Fig. 1: run 1, clock distribution
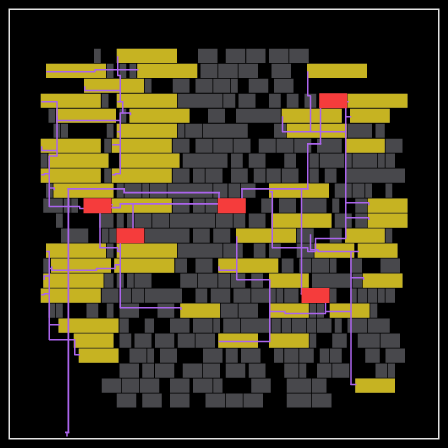
Fig. 2: run 1, routing congestion map
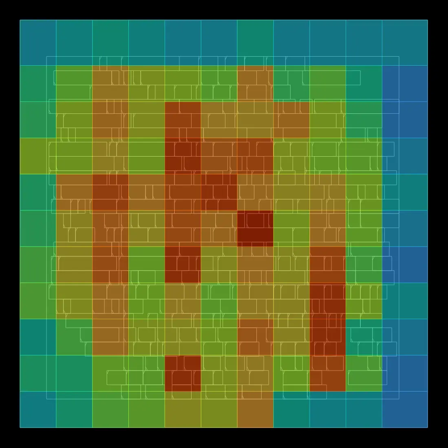
Fig. 3: run 1, wiring by layer
Scale bar: 20 um.
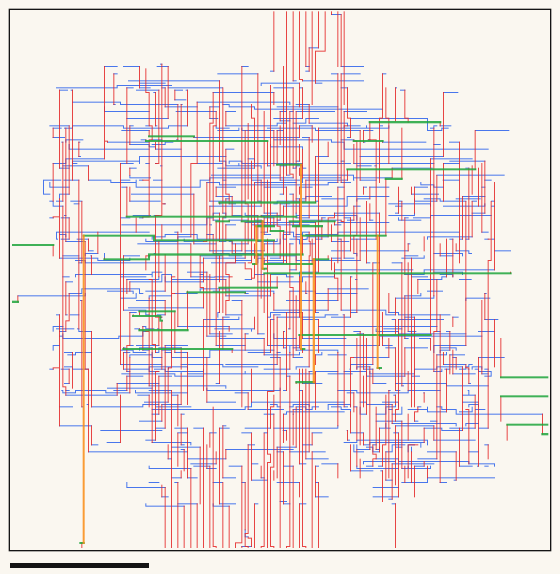
$ cat src/rtl/heartbeat_responder_pkg.sv
// Width helpers for the heartbeat responder and its reply queue.
package heartbeat_responder_pkg;

  // Occupancy counter width: must hold 0..depth inclusive.
  function automatic int unsigned count_w(input int unsigned depth);
    return $clog2(depth) + 1;
  endfunction

  // Holdoff counter width, at least one bit so a zero holdoff still elaborates.
  function automatic int unsigned holdoff_cnt_w(input int unsigned holdoff);
    return (holdoff == 0) ? 1 : $clog2(holdoff + 1);
  endfunction

endpackage

$ cat src/rtl/types.sv
// Node-ID type shared by the heartbeat requester and responder.
package types;

  localparam int unsigned NODE_ID_W = 8;

  typedef logic [NODE_ID_W-1:0] node_id_t;

endpackage

$ cat src/rtl/heartbeat_reply_queue.sv
// Circular FIFO of pending requester IDs with a parallel membership compare
// against the incoming requester, used to suppress duplicate replies.
module heartbeat_reply_queue
  import types::*;
  import heartbeat_responder_pkg::*;
#(
  parameter int unsigned DEPTH = 4
) (
  input  logic                   nocclk,
  input  logic                   rst_n,
  input  logic                   push,
  input  logic                   pop,
  input  node_id_t               push_id,
  input  node_id_t               query_id,
  output node_id_t               head_id,
  output logic                   hit,
  output logic                   full,
  output logic                   empty,
  output logic [$clog2(DEPTH):0] count
);

  localparam int unsigned PTR_W = $clog2(DEPTH);
  localparam int unsigned CNT_W = count_w(DEPTH);

  node_id_t         mem [DEPTH];
  logic [PTR_W-1:0] rd_ptr;
  logic [PTR_W-1:0] wr_ptr;
  logic [DEPTH-1:0] entry_match;

  // An entry is live when its distance from the head is below the occupancy.
  always_comb begin
    entry_match = '0;
    for (int unsigned i = 0; i < DEPTH; i++) begin
      entry_match[i] = (CNT_W'(PTR_W'(PTR_W'(i) - rd_ptr)) < count)
                       && (mem[i] == query_id);
    end
  end

  assign hit     = |entry_match;
  assign full    = (count == CNT_W'(DEPTH));
  assign empty   = (count == '0);
  assign head_id = mem[rd_ptr];

  always_ff @(posedge nocclk) begin
    if (!rst_n) begin
      rd_ptr <= '0;
      wr_ptr <= '0;
      count  <= '0;
      for (int unsigned i = 0; i < DEPTH; i++) begin
        mem[i] <= '0;
      end
    end else begin
      if (push) begin
        mem[wr_ptr] <= push_id;
        wr_ptr      <= wr_ptr + PTR_W'(1);
      end
      if (pop) begin
        rd_ptr <= rd_ptr + PTR_W'(1);
      end
      count <= count + CNT_W'(push) - CNT_W'(pop);
    end
  end

endmodule

$ cat src/rtl/heartbeat_responder.sv
// Answering end of the heartbeat protocol: queues distinct requesters addressed
// to this node and presents one reply destination at a time with a holdoff.
module heartbeat_responder
  import types::*;
  import heartbeat_responder_pkg::*;
#(
  parameter int unsigned QUEUE_DEPTH   = 4,
  parameter int unsigned REPLY_HOLDOFF = 8
) (
  input  logic                         nocclk,
  input  logic                         rst_n,
  input  logic                         stall,
  input  node_id_t                     this_node_id,
  input  logic                         incoming_flit_valid,
  input  logic                         incoming_flit_is_heartbeat_request,
  input  node_id_t                     incoming_flit_node_id,
  input  node_id_t                     incoming_flit_dst_id,
  input  logic                         reply_ready,
  output logic                         reply_valid,
  output node_id_t                     reply_dst_node_id,
  output logic                         request_dropped,
  output logic                         overflow,
  output logic [$clog2(QUEUE_DEPTH):0] pending_count
);

  localparam int unsigned CNT_W = count_w(QUEUE_DEPTH);
  localparam int unsigned HO_W  = holdoff_cnt_w(REPLY_HOLDOFF);
  localparam logic [HO_W-1:0] HO_LOAD = HO_W'(REPLY_HOLDOFF);

  typedef enum logic [1:0] {
    ST_IDLE,
    ST_PRESENT,
    ST_HOLDOFF
  } state_t;

  state_t          state_q;
  state_t          state_d;
  logic [HO_W-1:0] holdoff_q;
  logic [HO_W-1:0] holdoff_d;

  logic accept;
  logic q_hit;
  logic q_full;
  logic q_empty;
  logic fire;
  logic push;
  logic drop;
  logic remain;

  // Request decode; dedup covers every live entry, including a head popped now.
  assign accept = incoming_flit_valid && incoming_flit_is_heartbeat_request
                  && (incoming_flit_dst_id == this_node_id);
  assign push   = accept && !q_hit && (!q_full || fire);
  assign drop   = accept && !q_hit && q_full && !fire;

  assign reply_valid = (state_q == ST_PRESENT) && !stall;
  assign fire        = reply_valid && reply_ready;
  assign remain      = (pending_count > CNT_W'(1)) || push;

  heartbeat_reply_queue #(
    .DEPTH (QUEUE_DEPTH)
  ) u_queue (
    .nocclk   (nocclk),
    .rst_n    (rst_n),
    .push     (push),
    .pop      (fire),
    .push_id  (incoming_flit_node_id),
    .query_id (incoming_flit_node_id),
    .head_id  (reply_dst_node_id),
    .hit      (q_hit),
    .full     (q_full),
    .empty    (q_empty),
    .count    (pending_count)
  );

  // Holdoff runs down to zero and leaves on the next unstalled cycle, so the
  // next reply_valid appears REPLY_HOLDOFF+1 unstalled edges after a fire.
  always_comb begin
    state_d   = state_q;
    holdoff_d = holdoff_q;
    unique case (state_q)
      ST_IDLE: begin
        if (!q_empty) state_d = ST_PRESENT;
      end
      ST_PRESENT: begin
        if (fire) begin
          if (REPLY_HOLDOFF != 0) begin
            state_d   = ST_HOLDOFF;
            holdoff_d = HO_LOAD;
          end else begin
            state_d = remain ? ST_PRESENT : ST_IDLE;
          end
        end
      end
      ST_HOLDOFF: begin
        if (!stall) begin
          if (holdoff_q == '0) state_d = q_empty ? ST_IDLE : ST_PRESENT;
          else                 holdoff_d = holdoff_q - HO_W'(1);
        end
      end
      default: state_d = ST_IDLE;
    endcase
  end

  always_ff @(posedge nocclk) begin
    if (!rst_n) begin
      state_q         <= ST_IDLE;
      holdoff_q       <= '0;
      request_dropped <= 1'b0;
      overflow        <= 1'b0;
    end else begin
      state_q         <= state_d;
      holdoff_q       <= holdoff_d;
      request_dropped <= drop;
      if (drop) overflow <= 1'b1;
    end
  end

  a_head_stable: assert property (@(posedge nocclk) disable iff (!rst_n)
    (reply_valid && !reply_ready) |=> (reply_dst_node_id == $past(reply_dst_node_id)));
  a_count_bound: assert property (@(posedge nocclk) disable iff (!rst_n)
    pending_count <= CNT_W'(QUEUE_DEPTH));
  a_no_empty_pop: assert property (@(posedge nocclk) disable iff (!rst_n)
    !(fire && q_empty));

endmodule

$ cat config.mk
export PLATFORM = sky130hd
export DESIGN_NAME = heartbeat_responder
export DESIGN_NICKNAME = d
export VERILOG_FILES = /design/src/rtl/heartbeat_responder_pkg.sv /design/src/rtl/types.sv /design/src/rtl/heartbeat_reply_queue.sv /design/src/rtl/heartbeat_responder.sv
export SDC_FILE = /design/constraint.sdc
export NUM_CORES = 1
export LEC_CHECK = 0
export CAP_MARGIN = 20
export CORE_MARGIN = 5
export CORE_UTILIZATION = 60
export CTS_BUF_LIST = sky130_fd_sc_hd__clkbuf_4 sky130_fd_sc_hd__clkbuf_8
export CTS_CLUSTER_SIZE = 12
export DETAILED_ROUTE_END_ITERATION = 7
export PLACE_DENSITY = 0.88
export SLEW_MARGIN = 25
export SYNTH_ARGS = -nofsm -noshare
export SYNTH_HDL_FRONTEND = slang
export SYNTH_HIERARCHICAL = 1
export SYNTH_SLANG_ARGS = --single-unit
$ cat constraint.sdc
create_clock -name nocclk -period 6.05 [get_ports nocclk]
set_clock_uncertainty 0.05 [all_clocks]
set_input_delay 1.21 -clock nocclk [delete_from_list [all_inputs] [get_ports nocclk]]
set_output_delay 1.21 -clock nocclk [all_outputs]
set_load 0.02 [all_outputs]
==> qor_table.md, run 1 <==
| Parameter | This run | Unit |
|:---|:---|:---|
| Status | complete, no violations | - |
| Critical path destination | u_queue/mem[0][0] | - |
| Arrival time at the worst endpoint | 4.56 | ns |
| Largest combinational cell category by area | simple AND/OR/NAND/NOR gates | - |
| Slew Viols, Final | 0 | - |
| Tot Pwr | 0.779 | mW |
| Layout area overhead | 21.0 | % |
| VDD IR max | 195 | uV |
| Critical path endpoint category | flip-flop | - |
| Max clock buf depth | 2 | - |
| Fin. Hold Viols | 0 | - |
| Synth unique cells | 40 | - |
| Met2 routed WL | 3120 | um |
| Maximum single-stage delay on the critical path | 0.66 | ns |
| Part of the total power dissipated in sequential elements | 0.509 | - |
| Achievable frequency | 0.216 | GHz |
| Fin nets | 330 | - |
| TritonCTS Sinks | 49 | - |
| Number of flip-flops under the largest register name | 32 | - |
| Worst setup startpoint | incoming_flit_node_id[0] | - |
| Family of cells with the greatest summed delay on the critical path | simple AND/OR/NAND/NOR gates | - |
| Area fraction of clock buffers and clock inverters | 0.0346 | - |
| Non-filler cells in the finished layout | 344 | - |
| Post-layout period usage | 0.766 | - |
| Die boundary width | 77.7 | um |
| Number of sequential cells in the layout | 49 | - |
| Wire length the detailed router placed on met1 | 2480 | um |
| Post-DP HPWL | 4720 | um |
| Area of the mapped netlist | 2750 | um2 |
| Initial antenna violation count | 0 | - |
| Critical Setup Path Class | in -> reg | - |
| Fraction of final layout cells sized beyond drive strength 1 | 0.0651 | - |
| Final critical-path setup slack | 1.41 | ns |
| Flop+latch power | 0.397 | mW |
| Max Cap Violations | 0 | - |
| Slew @ Worst Pin | 0.744 | ns |
| Count of nets left with antenna violations after detail routing | 0 | - |
| Cell chosen for the clock root | sky130_fd_sc_hd__clkbuf_8 | - |
| Comb group | 0.148 | mW |
| Comb/total area | 0.401 | - |
| Part of the total power dissipated in the clock network | 0.300 | - |
| Arithmetic-cell share of the synthesized area counting full adders, half adders and majority gates | 0.0437 | - |
| Final setup viols | 0 | - |
| Core area | 4380 | um2 |
| Normalized max-slew margin | 0.503 | - |
| Leading cell type in the layout, fill and taps excluded | sky130_fd_sc_hd__clkdlybuf4s50_1 | - |
| Internal power | 0.573 | mW |
| Ratio of total power to cell area | 234 | nW/um2 |
| Uppermost routed layer | met4 | - |
| Library cell contributing the largest single delay on the critical path | sky130_fd_sc_hd__clkdlybuf4s50_1 | - |
| Global placer's final weighted congestion | 0.841 | - |
| Hold Path Origin | overflow | - |
| Sequential cell area share | 0.391 | - |
| Post-Place Worst Slack | 0.749 | ns |
| Top FF cell, synth | sky130_fd_sc_hd__edfxtp_1 | - |
| Largest registers | u_queue/mem x32, holdoff_q x4, u_queue/count x3 | - |
| Worst hold-check slack | 0.416 | ns |
| CTS HTree Levels | 2 | - |
| Clock latency on the worst-skew pair | 0.30 | ns |
| Placement Rows | 24 | - |
| Total number of warnings across the stage logs | 28 | - |
| Most instantiated logic cells after routing | sky130_fd_sc_hd__clkdlybuf4s50_1 (43), sky130_fd_sc_hd__xor2_1 (34), sky130_fd_sc_hd__edfxtp_1 (32) | - |
| Design Area, Final | 3320 | um2 |
Back to the opening pictures, Fig. 1:
[red] cells driving clock nets | count: 5
[yellow] flip-flops | count: 49
[purple] clock wires | length: 540 um
routed clock nets	6

Back to the opening pictures, Fig. 2:
end-of-flow core utilization: 0.758
met3 Track Usage GR: 0.0428
average detailed-routed wire length per instance: 17.6 um
global-route track usage on met1: 0.262
GRT Total Usage: 0.208

Back to the opening pictures, Fig. 3:
colour	layer	wire length
orange	met4	120 um
red	met2	3120 um
green	met3	332 um
blue	met1	2480 um

Fig. 4: run 1, logic cells by family
Scale bar: 20 um.
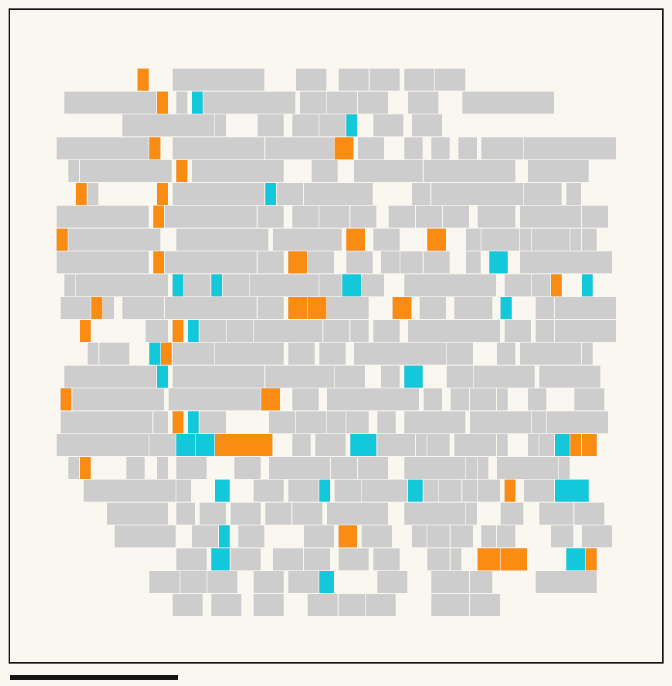

==> inputs of run 2 (changes only) <==
Settings changed: CORE_UTILIZATION 60 to 55, PLACE_DENSITY 0.88 to 0.82.
Clock period 6.05 ns to 4.35 ns, I/O delays scaled along.
Fig. 5: run 2, logic cells by family
Scale bar: 20 um.
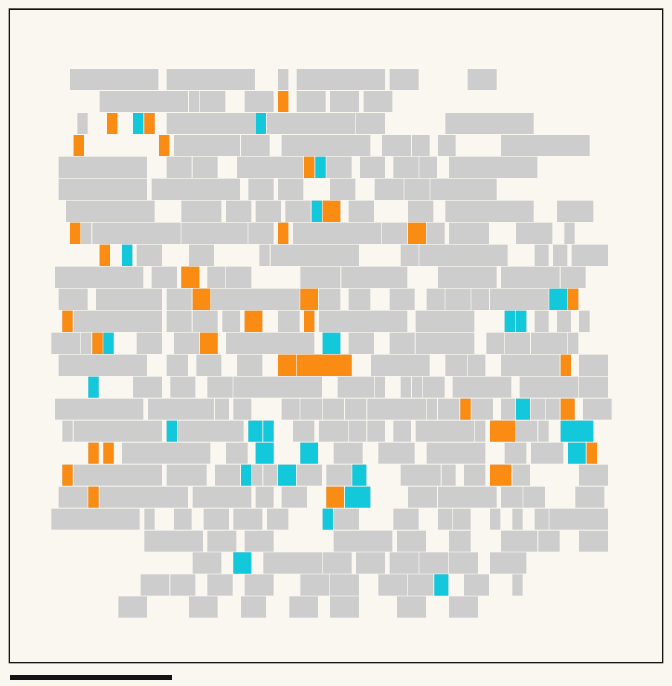
colour	family	cells
cyan	NAND gates	26
orange	NOR gates	33
non-filler cells in the finished layout: 364
leading cell type in the layout, fill and taps excluded: sky130_fd_sc_hd__clkdlybuf4s50_1
Comb/total area: 0.396

Fig. 6: run 2, routing congestion map
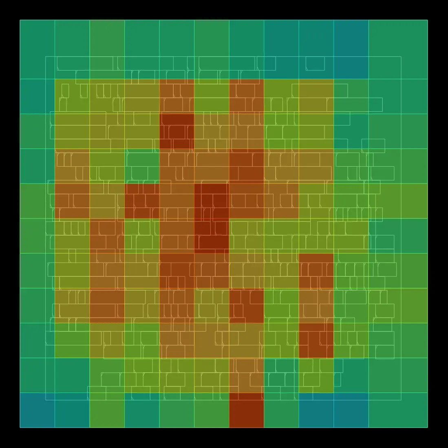
Top Usage Layer GRT: met2
global-route track usage on met1: 0.296
GRT Total Usage: 0.220

==> qor_table.md, run 2 <==
| Parameter | This run | Unit |
|:---|:---|:---|
| Total number of warnings across the stage logs | 28 | - |
| Largest registers | u_queue/mem x32, holdoff_q x4, u_queue/count x3 | - |
| Layout area overhead | 22.0 | % |
| Largest combinational cell category by area | simple AND/OR/NAND/NOR gates | - |
| Post-Place Worst Slack | 0.377 | ns |
| Number of vias per cell after detailed routing | 5.49 | - |
| Reg clk slew, reported paths | 0.09 | ns |
| Initial cell density of the core | 0.574 | - |
| VDD IR max | 243 | uV |
| Minimum clock period after layout | 3.68 | ns |
| Critical path endpoint category | flip-flop | - |
| Achievable frequency | 0.272 | GHz |
| Die boundary width | 80.7 | um |
| Number of sequential cells in the layout | 49 | - |
| Arrival time at the worst endpoint | 3.83 | ns |
| Family of cells with the greatest summed delay on the critical path | simple AND/OR/NAND/NOR gates | - |
| Top FF cell, synth | sky130_fd_sc_hd__edfxtp_1 | - |
| Dominant cell area share | 0.350 | - |
| Power dissipated in the clock network | 0.274 | mW |
| Slew @ Worst Pin | 0.572 | ns |
| Critical register-to-register path endpoint | u_queue/mem[0][4] | - |
| Cell chosen for the clock root | sky130_fd_sc_hd__clkbuf_8 | - |
| Number of clock buffers in the layout | 5 | - |
| Hold Path Origin | overflow | - |
| Slew Viols, Final | 0 | - |
| Combinational cell fraction of total power | 0.204 | - |
| Library cell contributing the largest single delay on the critical path | sky130_fd_sc_hd__clkdlybuf4s50_1 | - |
| Critical path destination | u_queue/count[2] | - |
| Post-DP HPWL | 4790 | um |
| Fin nets | 335 | - |
| Cts hold-fix bufs | 0 | - |
| Tot Pwr | 1.04 | mW |
| Final critical-path setup slack | 0.671 | ns |
| Ratio of total power to cell area | 309 | nW/um2 |
| Number of search-and-repair iterations in the first detailed-routing pass | 4 | - |
| Part of the total power dissipated in sequential elements | 0.531 | - |
| Area of the mapped netlist | 2750 | um2 |
| Area of the die | 6510 | um2 |
| Number of nets in the synthesized netlist | 288 | - |
| Number of stages on the worst hold path | 2 | - |
| Global placer's final weighted congestion | 0.878 | - |
| End-of-flow core utilization | 0.700 | - |
| Power dissipated by switching net loads | 0.297 | mW |
| Classification of the worst-slack hold path | reg -> reg | - |
| Floorplan die height | 80.7 | um |
| Crit Path Max Fanout | 6 | - |
| Pin count of the biggest net entering global routing | 17 | - |
| Number of multi-input combinational cells in the layout | 171 | - |
| Critical Path Start Type | primary input | - |
| Worst Reg-to-Reg Cells | 12 | - |
| Top area cells in the synthesized netlist | sky130_fd_sc_hd__edfxtp_1 (35%), sky130_fd_sc_hd__dfxtp_1 (12%), sky130_fd_sc_hd__xor2_1 (11%) | - |
| Share of the yosys chip area belonging to registers | 0.474 | - |
| Number of well-tap cells placed | 67 | - |
| Area of the synthesized netlist per yosys stat | 2750 | um2 |
| Area fraction of clock buffers and clock inverters | 0.0272 | - |
| Arithmetic-cell share of the synthesized area counting full adders, half adders and majority gates | 0.0437 | - |
| Post-layout period usage | 0.846 | - |
| Cell repeated most along the worst path | sky130_fd_sc_hd__xnor2_1 | - |
| Sequential cell area share | 0.388 | - |
| Design Area, Final | 3350 | um2 |
| Switching portion of total power | 0.287 | - |
| Count of nets left with antenna violations after detail routing | 0 | - |
| Status | complete, no violations | - |
| Met3 Track Usage GR | 0.0482 | - |
| Post-synth tally of flip-flops with integrated enable | 32 | - |
| Placement Rows | 25 | - |
| Worst hold-check slack | 0.431 | ns |
| Initial DRC count | 132 | - |
| Standby leakage power | 1.29 | nW |
| Most instantiated logic cells after routing | sky130_fd_sc_hd__clkdlybuf4s50_1 (43), sky130_fd_sc_hd__xor2_1 (34), sky130_fd_sc_hd__edfxtp_1 (32) | - |
| Initial antenna violation count | 0 | - |
| Average detailed-routed wire length per instance | 17.7 | um |
| Fraction of final layout cells sized beyond drive strength 1 | 0.0774 | - |
| CTS tree | done | - |
| First-pass GRT wire length | 10400 | um |
| Met2 routed WL | 3180 | um |
| Number of flip-flops under the largest register name | 32 | - |
| Setup repair after global routing missed its margin | false | - |
| End point of the worst hold path | overflow | - |
| Clock latency on the worst-skew pair | 0.31 | ns |
| Worst setup startpoint | incoming_flit_node_id[1] | - |
| Core area | 4790 | um2 |
| Fin. Hold Viols | 0 | - |
| Final setup viols | 0 | - |
| Mux cell area share after synthesis | 0.0656 | - |
| Antenna Diode Count | 0 | - |
| TritonCTS Sinks | 49 | - |
| Fill cell total of the finished layout | 383 | - |
| Maximum single-stage delay on the critical path | 0.58 | ns |
| Uppermost routed layer | met4 | - |
| Flop+latch power | 0.550 | mW |
| Comb group | 0.211 | mW |
| Max clock buf depth | 2 | - |
| Largest area class, layout | logic gates | - |
| Synth unique cells | 40 | - |
| CTS HTree Levels | 2 | - |
| Normalized max-slew margin | 0.618 | - |
| Part of the total power dissipated in the clock network | 0.265 | - |
| Resized cells post-CTS | 0 | - |
| Gate count after technology mapping | 249 | - |
| Wirelength, routed | 6450 | um |
| Internal power | 0.739 | mW |
| Critical Setup Path Class | in -> reg | - |
| Wire length on met3 | 392 | um |
| Max Cap Violations | 0 | - |
| Crit Reg-Reg Startpoint | u_queue/count[1] | - |
| Port Buffers | 43 | - |
| Wire length the detailed router placed on met1 | 2780 | um |
| Simple share | 0.172 | - |
| Post-synthesis area per instance | 11.0 | um2 |
| Register ranked first by flip-flop count | u_queue/mem | - |
| Xor+xnor area frac | 0.150 | - |
| Layout inverter count without the clock tree | 21 | - |
| Cell Chain, Critical Path | clkdlybuf4s50_1, xor2_1, nor4_1, o211ai_1, nand4_1, nand4b_1, a2111oi_1, buf_4, ha_1, fa_1, xnor2_1, xnor2_1, and2_1 | - |
| Via count of the routed design | 2000 | - |
Power and IR drop assume default switching activity.
